<file path="src/rtl/miner_pkg.sv">
// miner_pkg: shared types and constants for the mining datapath controller.
//
// Contents:
//   MSG_W, NONCE_W, DIGEST_W : default widths of the preprocessor message,
//                              the nonce and the SHA-256 digest / target.
//   digest_t                 : digest / target vector type.
//   state_t                  : nonce_scheduler FSM states. TMO exists only
//                              when MINER_TIMEOUT_EN is defined.
package miner_pkg;

  localparam int MSG_W    = 447;
  localparam int NONCE_W  = 32;
  localparam int DIGEST_W = 256;

  typedef logic [DIGEST_W-1:0] digest_t;

  typedef enum logic [3:0] {
    IDLE,
    PP_GO,
    PP_WAIT,
    H_GO,
    H_WAIT,
    CHECK,
    FOUND,
    EXHAUSTED
`ifdef MINER_TIMEOUT_EN
    , TMO
`endif
  } state_t;

endpackage

</file>
<file path="src/rtl/nonce_counter.sv">
// nonce_counter: holds the current nonce and the inclusive last nonce of a
// search range.
//
// Ports:
//   clk, n_rst : clock, asynchronous active-low reset
//   load       : capture first/last (start of a new search)
//   first      : first nonce of the range
//   last       : last nonce of the range (inclusive)
//   advance    : step to the next nonce; wraps from all-ones to zero
//   nonce      : current nonce
//   is_last    : current nonce equals the captured last nonce
module nonce_counter #(
  parameter int NONCE_W = 32
) (
  input  logic               clk,
  input  logic               n_rst,
  input  logic               load,
  input  logic [NONCE_W-1:0] first,
  input  logic [NONCE_W-1:0] last,
  input  logic               advance,
  output logic [NONCE_W-1:0] nonce,
  output logic               is_last
);

  logic [NONCE_W-1:0] nonce_q, nonce_d;
  logic [NONCE_W-1:0] last_q, last_d;

  // A first>last range simply wraps through zero, so plain modular
  // increment covers the whole space without any special casing.
  always_comb begin
    nonce_d = nonce_q;
    last_d  = last_q;
    if (load) begin
      nonce_d = first;
      last_d  = last;
    end else if (advance) begin
      nonce_d = nonce_q + 1'b1;
    end
  end

  always_ff @(posedge clk or negedge n_rst) begin
    if (!n_rst) begin
      nonce_q <= '0;
      last_q  <= '0;
    end else begin
      nonce_q <= nonce_d;
      last_q  <= last_d;
    end
  end

  assign nonce   = nonce_q;
  assign is_last = (nonce_q == last_q);

endmodule

</file>
<file path="src/rtl/nonce_scheduler.sv">
// nonce_scheduler: walks a nonce range, driving the preprocessor and the
// SHA-256 core for each nonce, and stops on the first digest strictly below
// the target or when the range is exhausted.
//
// Optional feature: define MINER_TIMEOUT_EN to add a watchdog (TMO_W bits)
// on the two wait states; on expiry the block parks in TMO with timeout=1.
//
// Ports:
//   clk, n_rst            : clock, asynchronous active-low reset
//   start, abort          : begin a search / force return to IDLE
//   header, nonce_first,
//   nonce_last, target    : search parameters, captured on start
//   pp_msg, pp_length     : preprocessor message {header, nonce} and length
//   pp_begin, pp_done     : preprocessor start pulse / done pulse
//   hash_start, hash_done,
//   hash_digest           : hash core start pulse / done pulse / digest
//   busy, found,
//   exhausted, timeout    : status levels
//   found_nonce           : winning nonce
module nonce_scheduler
  import miner_pkg::state_t;
#(
  parameter int MSG_W    = miner_pkg::MSG_W,
  parameter int NONCE_W  = miner_pkg::NONCE_W,
  parameter int DIGEST_W = miner_pkg::DIGEST_W,
  parameter int TMO_W    = 16
) (
  input  logic                     clk,
  input  logic                     n_rst,
  input  logic                     start,
  input  logic                     abort,
  input  logic [MSG_W-NONCE_W-1:0] header,
  input  logic [NONCE_W-1:0]       nonce_first,
  input  logic [NONCE_W-1:0]       nonce_last,
  input  logic [DIGEST_W-1:0]      target,
  output logic [MSG_W-1:0]         pp_msg,
  output logic [63:0]              pp_length,
  output logic                     pp_begin,
  input  logic                     pp_done,
  output logic                     hash_start,
  input  logic                     hash_done,
  input  logic [DIGEST_W-1:0]      hash_digest,
  output logic                     busy,
  output logic                     found,
  output logic                     exhausted,
  output logic [NONCE_W-1:0]       found_nonce,
  output logic                     timeout
);

  localparam int HDR_W = MSG_W - NONCE_W;

  state_t state_q, state_d;

  logic [HDR_W-1:0]    header_q, header_d;
  logic [DIGEST_W-1:0] target_q, target_d;
  logic [NONCE_W-1:0]  found_nonce_q, found_nonce_d;
  logic                less_q, less_d;

  logic               capture;
  logic               advance;
  logic               idle_like;
  logic [NONCE_W-1:0] nonce_cur;
  logic               is_last;
  logic               tmo_expire;

  nonce_counter #(
    .NONCE_W (NONCE_W)
  ) u_nonce_counter (
    .clk     (clk),
    .n_rst   (n_rst),
    .load    (capture),
    .first   (nonce_first),
    .last    (nonce_last),
    .advance (advance),
    .nonce   (nonce_cur),
    .is_last (is_last)
  );

`ifdef MINER_TIMEOUT_EN
  // Expiry fires in the cycle the counter is stepping onto all-ones, so the
  // block lands in TMO on the same edge the count would saturate.
  localparam logic [TMO_W-1:0] TMO_LAST = {{(TMO_W-1){1'b1}}, 1'b0};

  logic [TMO_W-1:0] tmo_cnt_q, tmo_cnt_d;

  assign tmo_expire = (tmo_cnt_q == TMO_LAST);

  always_comb begin
    tmo_cnt_d = tmo_cnt_q;
    if ((state_d == miner_pkg::PP_WAIT || state_d == miner_pkg::H_WAIT) &&
        (state_d != state_q)) begin
      tmo_cnt_d = '0;
    end else if (state_q == miner_pkg::PP_WAIT || state_q == miner_pkg::H_WAIT) begin
      tmo_cnt_d = tmo_cnt_q + 1'b1;
    end
  end

  always_ff @(posedge clk or negedge n_rst) begin
    if (!n_rst) begin
      tmo_cnt_q <= '0;
    end else begin
      tmo_cnt_q <= tmo_cnt_d;
    end
  end

  assign idle_like = (state_q == miner_pkg::IDLE) || (state_q == miner_pkg::FOUND) ||
                     (state_q == miner_pkg::EXHAUSTED) || (state_q == miner_pkg::TMO);
  assign timeout   = (state_q == miner_pkg::TMO);
`else
  assign tmo_expire = 1'b0;
  assign idle_like  = (state_q == miner_pkg::IDLE) || (state_q == miner_pkg::FOUND) ||
                      (state_q == miner_pkg::EXHAUSTED);
  assign timeout    = 1'b0;
`endif

  // Abort outranks every other event; done pulses only count in their own
  // wait state because each state looks at just its own input.
  always_comb begin
    state_d       = state_q;
    header_d      = header_q;
    target_d      = target_q;
    found_nonce_d = found_nonce_q;
    less_d        = less_q;
    capture       = 1'b0;
    advance       = 1'b0;

    if (abort) begin
      state_d = miner_pkg::IDLE;
    end else if (idle_like) begin
      if (start) begin
        capture  = 1'b1;
        header_d = header;
        target_d = target;
        state_d  = miner_pkg::PP_GO;
      end
    end else begin
      case (state_q)
        miner_pkg::PP_GO: state_d = miner_pkg::PP_WAIT;
        miner_pkg::PP_WAIT: begin
          if (pp_done) begin
            state_d = miner_pkg::H_GO;
          end else if (tmo_expire) begin
`ifdef MINER_TIMEOUT_EN
            state_d = miner_pkg::TMO;
`endif
          end
        end
        miner_pkg::H_GO: state_d = miner_pkg::H_WAIT;
        miner_pkg::H_WAIT: begin
          if (hash_done) begin
            less_d  = (hash_digest < target_q);
            state_d = miner_pkg::CHECK;
          end else if (tmo_expire) begin
`ifdef MINER_TIMEOUT_EN
            state_d = miner_pkg::TMO;
`endif
          end
        end
        miner_pkg::CHECK: begin
          if (less_q) begin
            found_nonce_d = nonce_cur;
            state_d       = miner_pkg::FOUND;
          end else if (is_last) begin
            state_d = miner_pkg::EXHAUSTED;
          end else begin
            advance = 1'b1;
            state_d = miner_pkg::PP_GO;
          end
        end
        default: state_d = miner_pkg::IDLE;
      endcase
    end
  end

  always_ff @(posedge clk or negedge n_rst) begin
    if (!n_rst) begin
      state_q       <= miner_pkg::IDLE;
      header_q      <= '0;
      target_q      <= '0;
      found_nonce_q <= '0;
      less_q        <= 1'b0;
    end else begin
      state_q       <= state_d;
      header_q      <= header_d;
      target_q      <= target_d;
      found_nonce_q <= found_nonce_d;
      less_q        <= less_d;
    end
  end

  assign pp_msg      = {header_q, nonce_cur};
  assign pp_length   = 64'(MSG_W);
  assign pp_begin    = (state_q == miner_pkg::PP_GO);
  assign hash_start  = (state_q == miner_pkg::H_GO);
  assign busy        = !idle_like;
  assign found       = (state_q == miner_pkg::FOUND);
  assign exhausted   = (state_q == miner_pkg::EXHAUSTED);
  assign found_nonce = found_nonce_q;

endmodule
</file>
<file path="config.mk">
export PLATFORM = sky130hd
export DESIGN_NAME = nonce_scheduler
export DESIGN_NICKNAME = d
export VERILOG_FILES = /design/src/rtl/miner_pkg.sv /design/src/rtl/nonce_counter.sv /design/src/rtl/nonce_scheduler.sv
export SDC_FILE = /design/constraint.sdc
export NUM_CORES = 2
export LEC_CHECK = 0
export ABC_AREA = 1
export CORE_AREA = 4 4 594 596
export DETAILED_ROUTE_END_ITERATION = 6
export DIE_AREA = 0 0 598 600
export GPL_TIMING_DRIVEN = 0
export PLACE_DENSITY = 0.35
export REMOVE_ABC_BUFFERS = 1
export SKIP_CTS_REPAIR_TIMING = 1
export SLEW_MARGIN = 20
export SYNTH_ARGS = -nofsm -noshare
export SYNTH_HDL_FRONTEND = slang
export SYNTH_SLANG_ARGS = --single-unit
</file>
<file path="constraint.sdc">
create_clock -name clk -period 2.75 [get_ports clk]
set_input_delay 0.55 -clock clk [delete_from_list [all_inputs] [get_ports clk]]
set_output_delay 0.55 -clock clk [all_outputs]
set_load 0.005 [all_outputs]
</file>
Wire density map:
Scale: 0.5 px per um. The die is cut into 30 by 30 equal tiles; white is low, dark blue is high, scaled to the fullest tile. Values are wire area over tile area, all layers added.
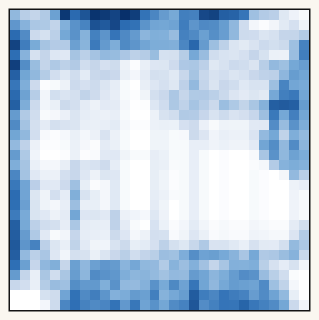
22% of the tiles are over half the peak. 9.9% of the tiles are nearly empty. The mean over all tiles is 0.12.

Clock distribution:
Scale: 1 px per um.
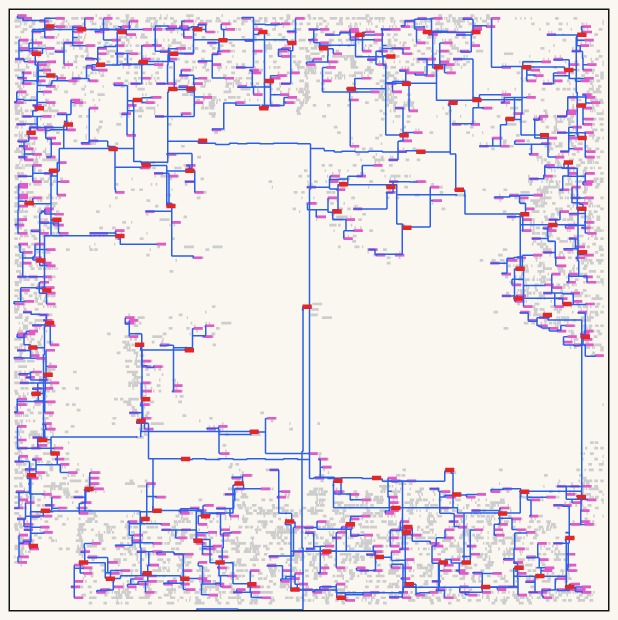
clock wires: marked blue, length 17,600 um. flip-flops: marked magenta, count 771. cells driving clock nets: marked red, count 117.
There are 118 routed clock nets. Position of the flops: spread over the die.

==> changes_impl.md <==
## Flow update

- Finished Layout Cells: 10.7k
- Tmin final: 2.64 ns
- Busiest layer in global routing: met2
- FF/Latch Area: 0.0193 mm^2
- Comb area share: 24.7%
- Worst path cell trace: buf_4 > nand2_1 > nand3_4 > nor3_4 > buf_6 > buf_8 > buf_16 > buf_12 > buf_16 > buf_16 > buf_16 > buf_16 > buf_16 > nand2_1 > nand2_1
- Min Hold Slack: 0.230 ns
- Multi-input gate area: 0.0154 mm^2
- Cell family with most CP delay: buffers and inverters
- Nets: 7,183
- CTS tree: built
- Logic inverters: 336
- WS Path Type: flip-flop to flip-flop
- Data required, critical path: 3.52 ns
- P_int: 32.2 mW
- Max Clk Rate: 0.379 GHz
- Comb power frac: 34.3%
- Worst Skew: 0.0651 ns
- Post-synthesis sequential area ratio: 52.3%
- Relative slew slack: 40.4%
- Mi-comb count: 3,117
- Hold Path Origin: header[196]
- Outcome: completed
- Yosys Chip Area: 0.0369 mm^2
- Row count: 217
- Area grow syn2layout: 69.5%
- Most instantiated library cell after synthesis: nand2_1
- Clock buffer count: 170
- Clock power share: 31.8%
- FFs w/ async S/R, synth: 100%
- DRC violations left: 0
- Leak pwr: 28.2 nW
- Detail Route Antenna Nets: 0
- Final WL: 252,000 um
- Startpoint types: flip-flop
- Cycle use final: 96.0%
- Tot Pwr: 49.5 mW
- Crit Path Max Fanout: 20
- Vias in the first global route: 35.9k
- ClkCell Share: 6.30%
- Tap Cells: 4,599
- Layout filler cell count: 38.9k
- VDD IR-drop max: 0.533 mV
- Met3 Usage GRT: 4.73%
- Bufs w/o clock: 1,587
- Hold Fails Final Rpt: 0
- Top Registers: header_q: 415 flops, target_q: 256 flops
- Seq area share: 30.8%
- Synth Register Bits: 771
- Top reg by flops: header_q
- Worst Tran Pin Value: 0.894 ns
- Layout cells sized above 1: 5.98%
- Seq group: 16.8 mW
- Crit path top cell by count: buf_16
- Number of flip-flops in the largest register: 415
- Die ar.: 0.359 mm^2
- Met2 Wirelength: 113,000 um
- Total negative slack: 0 ns
- Top sig layer: met5
- Yosys Warn Count: 0
- HP Class: input pin to flip-flop
- Met3 wire length: 22,300 um
- Routed vias: 35.7k
- Die height: 600 um
- CTS sink count: 771
- EDFF count, synth: 0
- Syn avg cell area: 8.37 um^2
- Post-Route M1 WL: 108,000 um
- Mapped cell area: 0.0369 mm^2
- Core area: 0.348 mm^2
- Combinational Power: 17.0 mW
- Worst path slowest cell: dfrtp_1
- Post-route cell area: 0.0626 mm^2
- Ports: 1,546
- Final antenna diode count: 44
- Global-route wire length before repair: 326,000 um
- P per Cell Area: 791 mW/mm^2
- TritonCTS buffer count: 117
- Layout Utilization: 18.0%
- Syn Inst Count: 4,412
final timing paths:
kind	cells after the start	end	slack, ns
hold / removal	3	header_q[196]	0.23
hold reg to reg	2	header_q[121]	0.47
setup reg to reg	15	header_q[64]	0.11
min in group asynchronous	2	header_q[144]	0.36
setup / recovery	15	header_q[64]	0.11
max in group asynchronous	4	u_nonce_counter.nonce[27]	0.57
cell usage in the layout, fill, tap and decap left out, drive strengths merged, types with 2 or more instances in the layout:
| cell | netlist | layout |
|---|---|---|
| nor3 | 24 | 24 |
| nand4 | 29 | 29 |
| nand2 | 1964 | 1966 |
| clkbuf | 61 | 182 |
| o21ai | 324 | 324 |
| a211oi | 2 | 2 |
| clkdlybuf4s50 | 0 | 1467 |
| dfrtp | 771 | 771 |
| dlymetal6s2s | 0 | 11 |
| ha | 256 | 256 |
| o31ai | 2 | 2 |
| and3 | 2 | 2 |
| clkinv | 0 | 21 |
| o21bai | 2 | 2 |
| conb | 2 | 65 |
| o211ai | 4 | 4 |
| or2 | 9 | 9 |
| clkinvlp | 0 | 6 |
| a21oi | 158 | 158 |
| xor2 | 20 | 20 |
| mux2 | 8 | 8 |
| xnor2 | 25 | 25 |
| o21a | 7 | 7 |
| nand3 | 73 | 73 |
| nor4 | 9 | 9 |
| diode | 0 | 44 |
| a31oi | 3 | 3 |
| buf | 192 | 96 |
| inv | 336 | 339 |
| a21o | 5 | 5 |
| bufinv | 0 | 8 |
| nor2 | 121 | 121 |
logic make-up (layout without fill, tap and decap cells):
family	after synthesis	count (layout)	share of synthesized area, %
other cells	2	109	0.0203
flops	771	771	52.3
compound gates	508	508	7.05
simple gates	2233	2235	23.6
buf+inv	589	2131	7.12
fa+ha+maj	256	256	8.68
mux	8	8	0.244
xor+xnor	45	45	1.07
No activity file was given, so power comes from the tool's default toggle rates.
